Figure 1. Metal layers overlaid.
Two of the layers only.
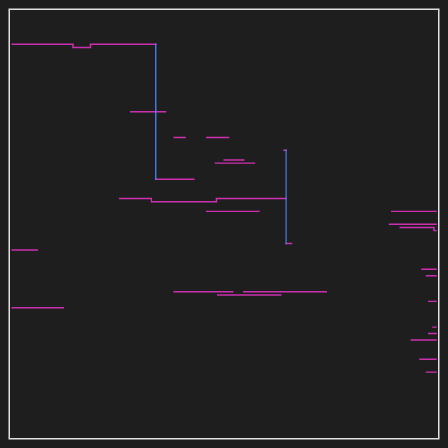
Figure 2. The clock network.
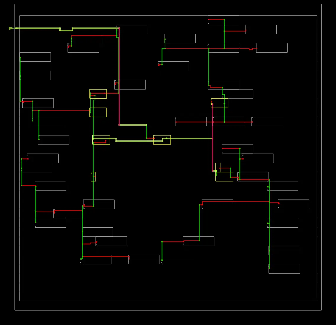
Figure 3. The metal 1 layer.
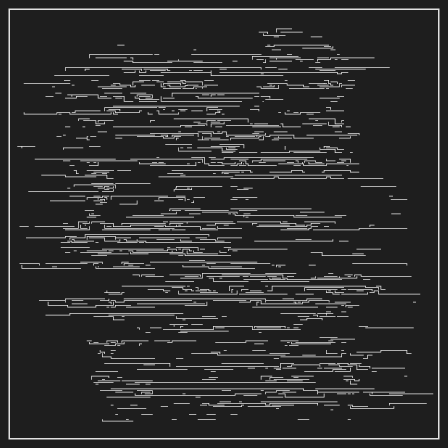
Figure 4. Signal wires on met2.
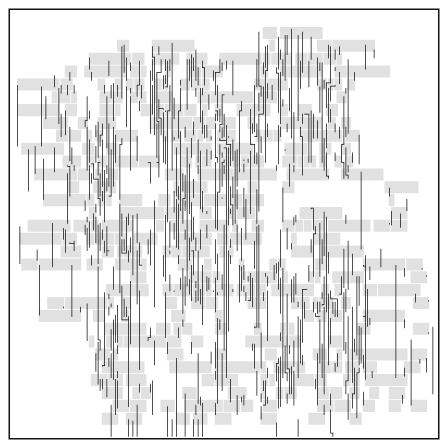
Figure 5. Drive-strength map.
The bar under the picture is 20 um long.
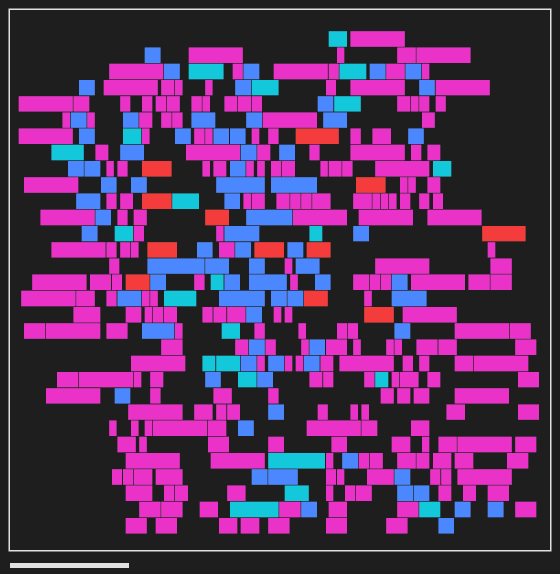
**src/rtl/lenet_layer_sched_if.sv**
```systemverilog
`default_nettype none
// ============================================================================
//  Module   : lenet_layer_sched_if
//  Purpose  : Control/status bundle between a host and the LeNet layer
//             scheduler. Host side drives start/abort/range and the engines'
//             finish levels; scheduler side drives enables and status.
//  Revision : 1.0  initial release
// ============================================================================
interface lenet_layer_sched_if #(
    parameter int N_LAYERS = 6
) ();
    logic                start;
    logic                abort;
    logic [2:0]          first_layer;
    logic [2:0]          last_layer;
    logic [N_LAYERS-1:0] layer_finish;
    logic [N_LAYERS-1:0] layer_en;
    logic [2:0]          cur_layer;
    logic                busy;
    logic                done;
    logic                err_timeout;

    modport master (
        output start, abort, first_layer, last_layer, layer_finish,
        input  layer_en, cur_layer, busy, done, err_timeout
    );

    modport slave (
        input  start, abort, first_layer, last_layer, layer_finish,
        output layer_en, cur_layer, busy, done, err_timeout
    );
endinterface
`default_nettype wire

```
**src/rtl/lenet_layer_sched.sv**
```systemverilog
`default_nettype none
// ============================================================================
//  Module   : lenet_layer_sched
//  Purpose  : Runs the LeNet layer engines in order between a latched first
//             and last layer. Each engine gets a one-hot enable level, its
//             finish level is masked for a guard window after the enable
//             rises (engines present stale finish until they see the edge),
//             and enables stay low for a fixed gap between layers. A per-layer
//             timeout and a synchronous abort return the block to idle.
//  Revision : 1.0  initial release
// ============================================================================
module lenet_layer_sched #(
    parameter int N_LAYERS = 6,
    parameter int GUARD    = 4,
    parameter int GAP      = 2,
    parameter int TO_W     = 20
) (
    input  wire logic           clk,
    input  wire logic           rst,
    lenet_layer_sched_if.slave  bus
);

    localparam int GUARD_W = (GUARD > 1) ? $clog2(GUARD) : 1;
    localparam int GAP_W   = (GAP > 1)   ? $clog2(GAP)   : 1;

    localparam logic [3:0]         C_NL        = 4'(N_LAYERS);
    localparam logic [2:0]         C_LAST_IDX  = 3'(N_LAYERS - 1);
    localparam logic [GUARD_W-1:0] C_GUARD_END = GUARD_W'(GUARD - 1);
    localparam logic [GAP_W-1:0]   C_GAP_END   = GAP_W'(GAP - 1);
    localparam logic [TO_W-1:0]    C_TO_MAX    = '1;

    typedef enum logic [2:0] {
        S_IDLE = 3'd0,
        S_ARM  = 3'd1,
        S_RUN  = 3'd2,
        S_GAP  = 3'd3,
        S_DONE = 3'd4
    } state_t;

    state_t              r_state;
    logic [N_LAYERS-1:0] r_en;
    logic [2:0]          r_cur;
    logic [2:0]          r_last;
    logic                r_busy;
    logic                r_done;
    logic                r_err;
    logic [GUARD_W-1:0]  r_guard_cnt;
    logic [GAP_W-1:0]    r_gap_cnt;
    logic [TO_W-1:0]     r_to_cnt;

    logic [2:0]          w_first;
    logic [2:0]          w_last;
    logic                w_cur_finish;
    logic                w_to_hit;

    // One-hot enable pattern for a layer index (index is always in range).
    function automatic logic [N_LAYERS-1:0] f_onehot(input logic [2:0] idx);
        logic [N_LAYERS-1:0] v;
        v      = '0;
        v[idx] = 1'b1;
        return v;
    endfunction

    // Clamp the requested range: bad first -> 0, bad last -> final layer.
    always_comb begin
        w_first = bus.first_layer;
        w_last  = bus.last_layer;
        if ({1'b0, bus.first_layer} >= C_NL) begin
            w_first = 3'd0;
        end
        if (({1'b0, bus.last_layer} >= C_NL) || (bus.last_layer < w_first)) begin
            w_last = C_LAST_IDX;
        end
    end

    // Finish of the active layer only; other layers' finish levels are don't-care.
    always_comb begin
        w_cur_finish = bus.layer_finish[r_cur];
        w_to_hit     = (r_to_cnt == C_TO_MAX);
    end

    // Scheduler FSM with all outputs registered.
    always_ff @(posedge clk or posedge rst) begin
        if (rst) begin
            r_state     <= S_IDLE;
            r_en        <= '0;
            r_cur       <= 3'd0;
            r_last      <= 3'd0;
            r_busy      <= 1'b0;
            r_done      <= 1'b0;
            r_err       <= 1'b0;
            r_guard_cnt <= '0;
            r_gap_cnt   <= '0;
            r_to_cnt    <= '0;
        end else begin
            r_done <= 1'b0;
            if (bus.abort) begin
                // Abort beats start, finish and timeout; error flag is left alone.
                r_state     <= S_IDLE;
                r_en        <= '0;
                r_busy      <= 1'b0;
                r_guard_cnt <= '0;
                r_gap_cnt   <= '0;
                r_to_cnt    <= '0;
            end else begin
                case (r_state)
                    S_IDLE: begin
                        if (bus.start) begin
                            r_last      <= w_last;
                            r_err       <= 1'b0;
                            r_cur       <= w_first;
                            r_en        <= f_onehot(w_first);
                            r_busy      <= 1'b1;
                            r_guard_cnt <= '0;
                            r_to_cnt    <= '0;
                            r_state     <= S_ARM;
                        end
                    end

                    S_ARM: begin
                        // Finish is stale here; only the timeout can end the layer.
                        if (w_to_hit) begin
                            r_en    <= '0;
                            r_err   <= 1'b1;
                            r_busy  <= 1'b0;
                            r_state <= S_IDLE;
                        end else begin
                            r_to_cnt <= r_to_cnt + 1'b1;
                            if (r_guard_cnt == C_GUARD_END) begin
                                r_guard_cnt <= '0;
                                r_state     <= S_RUN;
                            end else begin
                                r_guard_cnt <= r_guard_cnt + 1'b1;
                            end
                        end
                    end

                    S_RUN: begin
                        // Finish wins over a timeout landing in the same cycle.
                        if (w_cur_finish) begin
                            r_en <= '0;
                            if (r_cur == r_last) begin
                                r_done  <= 1'b1;
                                r_busy  <= 1'b0;
                                r_state <= S_DONE;
                            end else begin
                                r_gap_cnt <= '0;
                                r_state   <= S_GAP;
                            end
                        end else if (w_to_hit) begin
                            r_en    <= '0;
                            r_err   <= 1'b1;
                            r_busy  <= 1'b0;
                            r_state <= S_IDLE;
                        end else begin
                            r_to_cnt <= r_to_cnt + 1'b1;
                        end
                    end

                    S_GAP: begin
                        // Enables low for exactly GAP cycles, then arm the next layer.
                        if (r_gap_cnt == C_GAP_END) begin
                            r_cur       <= r_cur + 3'd1;
                            r_en        <= f_onehot(r_cur + 3'd1);
                            r_guard_cnt <= '0;
                            r_to_cnt    <= '0;
                            r_state     <= S_ARM;
                        end else begin
                            r_gap_cnt <= r_gap_cnt + 1'b1;
                        end
                    end

                    S_DONE: begin
                        r_state <= S_IDLE;
                    end

                    default: begin
                        r_state <= S_IDLE;
                        r_en    <= '0;
                        r_busy  <= 1'b0;
                    end
                endcase
            end
        end
    end

    assign bus.layer_en    = r_en;
    assign bus.cur_layer   = r_cur;
    assign bus.busy        = r_busy;
    assign bus.done        = r_done;
    assign bus.err_timeout = r_err;

endmodule
`default_nettype wire

```
**src/flat_wrapper.sv**
```systemverilog
// flat-port wrapper written by rule: the top's interface ports become plain ports
module lenet_layer_sched_flat 
#(
    parameter int N_LAYERS = 6,
    parameter int GUARD    = 4,
    parameter int GAP      = 2,
    parameter int TO_W     = 20
)
  (clk, rst, bus_start, bus_abort, bus_first_layer, bus_last_layer, bus_layer_finish, bus_layer_en, bus_cur_layer, bus_busy, bus_done, bus_err_timeout);
  lenet_layer_sched_if #(.N_LAYERS(N_LAYERS)) bus_i ();
  input  wire logic clk;
  input  wire logic rst;
  input wire logic [$bits(bus_i.start)-1:0] bus_start;
  input wire logic [$bits(bus_i.abort)-1:0] bus_abort;
  input wire logic [$bits(bus_i.first_layer)-1:0] bus_first_layer;
  input wire logic [$bits(bus_i.last_layer)-1:0] bus_last_layer;
  input wire logic [$bits(bus_i.layer_finish)-1:0] bus_layer_finish;
  output wire logic [$bits(bus_i.layer_en)-1:0] bus_layer_en;
  output wire logic [$bits(bus_i.cur_layer)-1:0] bus_cur_layer;
  output wire logic [$bits(bus_i.busy)-1:0] bus_busy;
  output wire logic [$bits(bus_i.done)-1:0] bus_done;
  output wire logic [$bits(bus_i.err_timeout)-1:0] bus_err_timeout;
  assign bus_i.start = bus_start;
  assign bus_i.abort = bus_abort;
  assign bus_i.first_layer = bus_first_layer;
  assign bus_i.last_layer = bus_last_layer;
  assign bus_i.layer_finish = bus_layer_finish;
  assign bus_layer_en = bus_i.layer_en;
  assign bus_cur_layer = bus_i.cur_layer;
  assign bus_busy = bus_i.busy;
  assign bus_done = bus_i.done;
  assign bus_err_timeout = bus_i.err_timeout;
  lenet_layer_sched #(.N_LAYERS(N_LAYERS), .GUARD(GUARD), .GAP(GAP), .TO_W(TO_W)) u_core (.clk(clk), .rst(rst), .bus(bus_i));
endmodule
```
**config.mk**
```make
export PLATFORM = sky130hd
export DESIGN_NAME = lenet_layer_sched_flat
export DESIGN_NICKNAME = d
export VERILOG_FILES = /design/src/rtl/lenet_layer_sched_if.sv /design/src/rtl/lenet_layer_sched.sv /design/src/flat_wrapper.sv
export SDC_FILE = /design/constraint.sdc
export NUM_CORES = 1
export LEC_CHECK = 0
export ABC_CLOCK_PERIOD_IN_PS = 1970
export CAP_MARGIN = 30
export CORE_UTILIZATION = 32
export DETAILED_ROUTE_END_ITERATION = 10
export HOLD_SLACK_MARGIN = 0.05
export PLACE_DENSITY = 0.48
export SLEW_MARGIN = 20
export SYNTH_ARGS = -nofsm -noshare
export SYNTH_HDL_FRONTEND = slang
export SYNTH_SLANG_ARGS = --single-unit
```
**constraint.sdc**
```tcl
create_clock -name clk -period 1.97 [get_ports clk]
set_input_delay 0.394 -clock clk [delete_from_list [all_inputs] [get_ports clk]]
set_output_delay 0.394 -clock clk [all_outputs]
set_load 0.02 [all_outputs]
```
==> notes.md <==
Summary of implementation figures.

Logic synthesis
Of the total synthesized cell area, the portion taken by full adders, half adders and majority gates is 0.0249. Per Yosys stat, the portion of area used by sequential elements is 0.409. The synthesized-area fraction occupied by xor and xnor cells is 0.0244.

The number of synthesized flops with an enable pin is 0. The share of synthesized area in the top cell type comes to 0.409. Looking at the cell usage after synthesis, the top flip-flop cell is sky130_fd_sc_hd__dfrtp_1.

Timing
The achievable clock frequency is around 490 MHz. The number of setup violations in the final report is 15. The shortest period the worst path allows is between 2000 and 2500 ps. The final worst setup slack is -65.9 ps.

Clocking
For this design, the CTS-stage hold fixing added 0 buffers. The registers of the reported paths see a clock transition of around 80 ps. The buffer cell driving the clock tree root is sky130_fd_sc_hd__clkbuf_8.

Finish
The flip-flop count of the largest register, all copies and words added is 20. The number of clock-tree buffers in the layout is 8. The largest register by flop count is u_core.r_to_cnt. Of the total standard cell area in the layout, the multi-input combinational portion is 0.432. The design has around 40 sequential cells. The layout contains a multi-input combinational cell count of between 200 and 250. The area taken by sequential standard cells is reported as 1030 sq um. In the final layout, excluding clock inverters the inverter count is 7. Of the cells placed in the final design, the portion with a size suffix greater than 1 is 0.303. The area taken by multi-input combinational cells is reported as roughly 1600 sq um. The post-route utilization of the core is recorded as 0.485. The final net count is 383.

Global route
The global-route wire length before repair is about 12 mm. The initial antenna violation count was 0.

Run status
The flow ran to the end, but the final reports show violations. The final reports fail on negative setup slack.

Worst setup path
The maximum net fanout on the critical path is 5. Looking at the reg2reg group, the worst path starts from u_core.bus.cur_layer[0]$_DFFE_PP0P_.

Route
Signal nets in the final route climb as high as met4. The count of TritonRoute iterations in the first routing pass is 4. The wire length on met1 is about 3.6 mm.

Power
The combinational gate power is ~1.8 mW. The total clock network power is 0.571 mW.

Flow run
Summing over the stages, the warning tally comes to 29.

Placement
Timing analysis after detailed placement gives a worst setup slack of -411 ps. The post-placement cell count is 450.
Notes on Figure 1 above:
- magenta: met3 (wire length 222 um)
- blue: met4 (wire length 48.3 um)

Notes on Figure 2 above:
worst clock skew: 7.40 ps
clk latency late pin: 290 ps

Notes on Figure 3 above:
- main direction: horizontal
- longest straight run: 41.4 um
- share of all routed wire: 52%
GR Layer Usage met1: 0.257
Routed WL: 7.02 mm
vias: 2426

Notes on Figure 4 above:
- main direction: vertical
- longest straight run: 48.6 um
- share of all routed wire: 45%
global-route track usage on met2: 0.265

Notes on Figure 5 above:
- red: drive 6 and up (cells 12; share 3.3%)
- blue: drive 3 to 4 (cells 76; share 21%)
- cyan: drive 2 (cells 22; share 6.1%)
- magenta: drive 1 or less (cells 253; share 70%)
synthesis-to-finish area growth: 43.3%
post-route setup slack: -65.9 ps
layout buffer count excluding clock buffers: 91
Finished Cell Area: 3590 sq um

Power figures rest on the tool's default switching activity, not on a simulated workload.
